Design accumulator_deserializer, sky130hd; sources not shown.
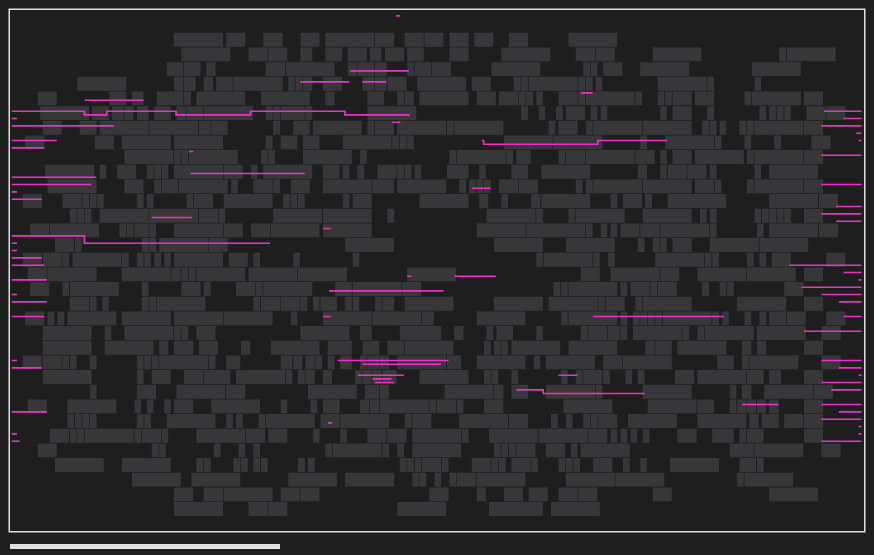
m3.png
Bar = 50 um.
- nets with wire on the layer: 68
- longest straight run: 34.3 um
- main direction: horizontal
- wire length on this layer: 631 um
- share of all routed wire: 4.6%
detailed-route via count: 4,563
met3 GRT Util: 4.75%

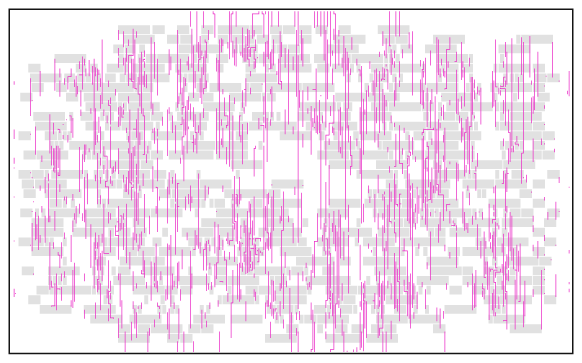
m2.png
- nets with wire on the layer: 605
- main direction: vertical
- longest straight run: 52.7 um
- wire length on this layer: 5,970 um
met2 Resource Use GR: 26.7%
Post-Route WL: 13,700 um

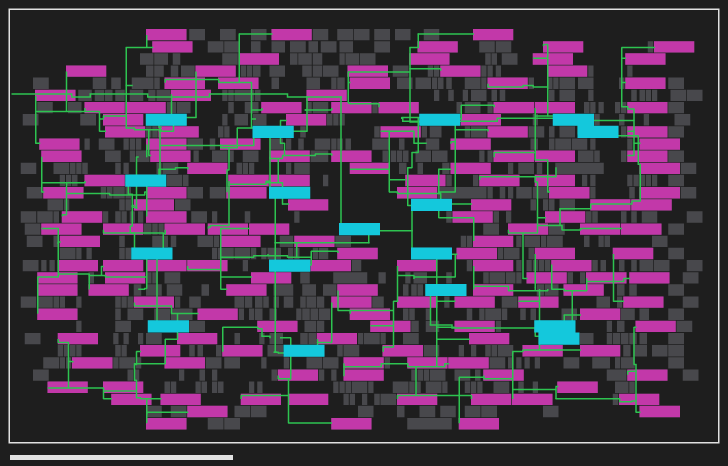
clock_wires.png
Bar = 50 um.
- cyan: clock-net drivers (count 17)
- green: clock wires (length 1,950 um)
- magenta: flip-flops (count 161)
- routed clock nets: 18
Clock Power Share: 45.5%
P_clk: 1050 uW
clk latency late pin: 0.42 ns

==> results.cfg <==
; implementation run metrics
[synth]
synth_flops = 161
mux_area_share_pct = 9.99
aoi_share_pct = 0.894
yosys.area.top_type_share_pct = 62.6
synth_stat.cells = 612
yosysWarnings = 0
synth.most_common_cell = nand2_1
synth.top_cells.by_count = nand2_1, dfrtp_1, nor2_1
yosysTopAreaCell = dfrtp_1
synth_cells = 612
xor_area_share_pct = 3.27
simple_gate_share_pct = 20.0
syn_avg_cell_area_um2 = 10.5
yosys_area_um2 = 6440
synth_cell_type_count = 30
synth_seq_share_pct = 62.6

[sta]
fin_ws_ns = 3.03
max_freq_ghz = 0.306
drv_slew = 75
finalHoldViolations = 0
finalCritPeriodShare_pct = 51.9
slew_headroom_pct = -122
setup_viol = 0

[place]
gp_congestion = 0.771
hpwl_um = 9190
pre_cts_slack_ns = 4.10
port_buffers = 93
post_dp_cell_area_um2 = 7640

[clock_tree]
clock-sinks = 161
holdBufCountCts = 0
cts-resized-gates = 0
htreeDepth = 4
cts_root_buf = clkbuf_16
tritoncts = done
clk_pin_slew_worst_paths_ns = 0.07

[floorplan]
floorplan.core_util_pct = 46.7
chipArea_um2 = 15300
ios = 95
fp-row-count = 33
die_y_um = 96.6

[hold_path]
hold_depth = 2
hold_class = register to register

[run]
cap_violations = 1
warning_count = 26

[outcome]
status = complete, but fails checks
violations = max-capacitance violations, max-slew violations

[power_and_ir_drop]
p_per_area_nw_per_um2 = 280
finalPower_uw = 2300
ir_drop_mv = 0.159

[final_layout]
largest_register_ff_count = 63
layout_top_cells = nand2_1, dfrtp_1, clkdlybuf4s50_1
stdcell_count = 930
design_area_um2 = 8220
syn_to_final_growth_pct = 27.8
nets = 732
final_core_util_pct = 59.6
mostFrequentLayoutCell = nand2_1

[detailed_routing]
drc_errors = 0
drt_iter0_markers = 256
via_per_inst = 4.91
firstDrtPassIters = 4

[critical_path]
r2r_cells = 5
critPathKind = input port to async pin
startpoint_type = input port
crit_required_ns = 6.12
cp_max_fo = 75
reg2reg_slack_ns = 3.78
path_buffers = 2

[grt]
gr-usage-met1_pct = 29.3
grt_pass1_wl_um = 23100
grt_pass1_vias = 4502
grt_max_degree = 88
globalRouteTotalUtil_pct = 19.1
==> metal layers <==
metal / up-vias / wire length [um]
met5: - / 0
met3: 11 / 631
met2: 98 / 5970
met4: 0 / 97
li1: 2205 / -
met1: 2249 / 7030
==> layout make-up <==
class / instances / area (um2) / area share [%]
buffer: 31 / 149 / 1.81
clock buffer: 19 / 453 / 5.51
inverter: 4 / 16.3 / 0.198
multi-input combinational: 416 / 2230 / 27.1
tap: 192 / 240 / 2.92
sequential: 161 / 4030 / 49.0
clock inverter: 13 / 149 / 1.81
timing repair buffer: 94 / 958 / 11.7
==> power breakdown <==
| group | internal (uW) | leakage [uW] | switching [uW] |
|---|---|---|---|
| Combinational | 68.7 | 0.00194 | 90.7 |
| Clock | 613 | 0.000299 | 433 |
| Sequential | 1060 | 0.00222 | 34.0 |
Power figures rest on the tool's default switching activity, not on a simulated workload.
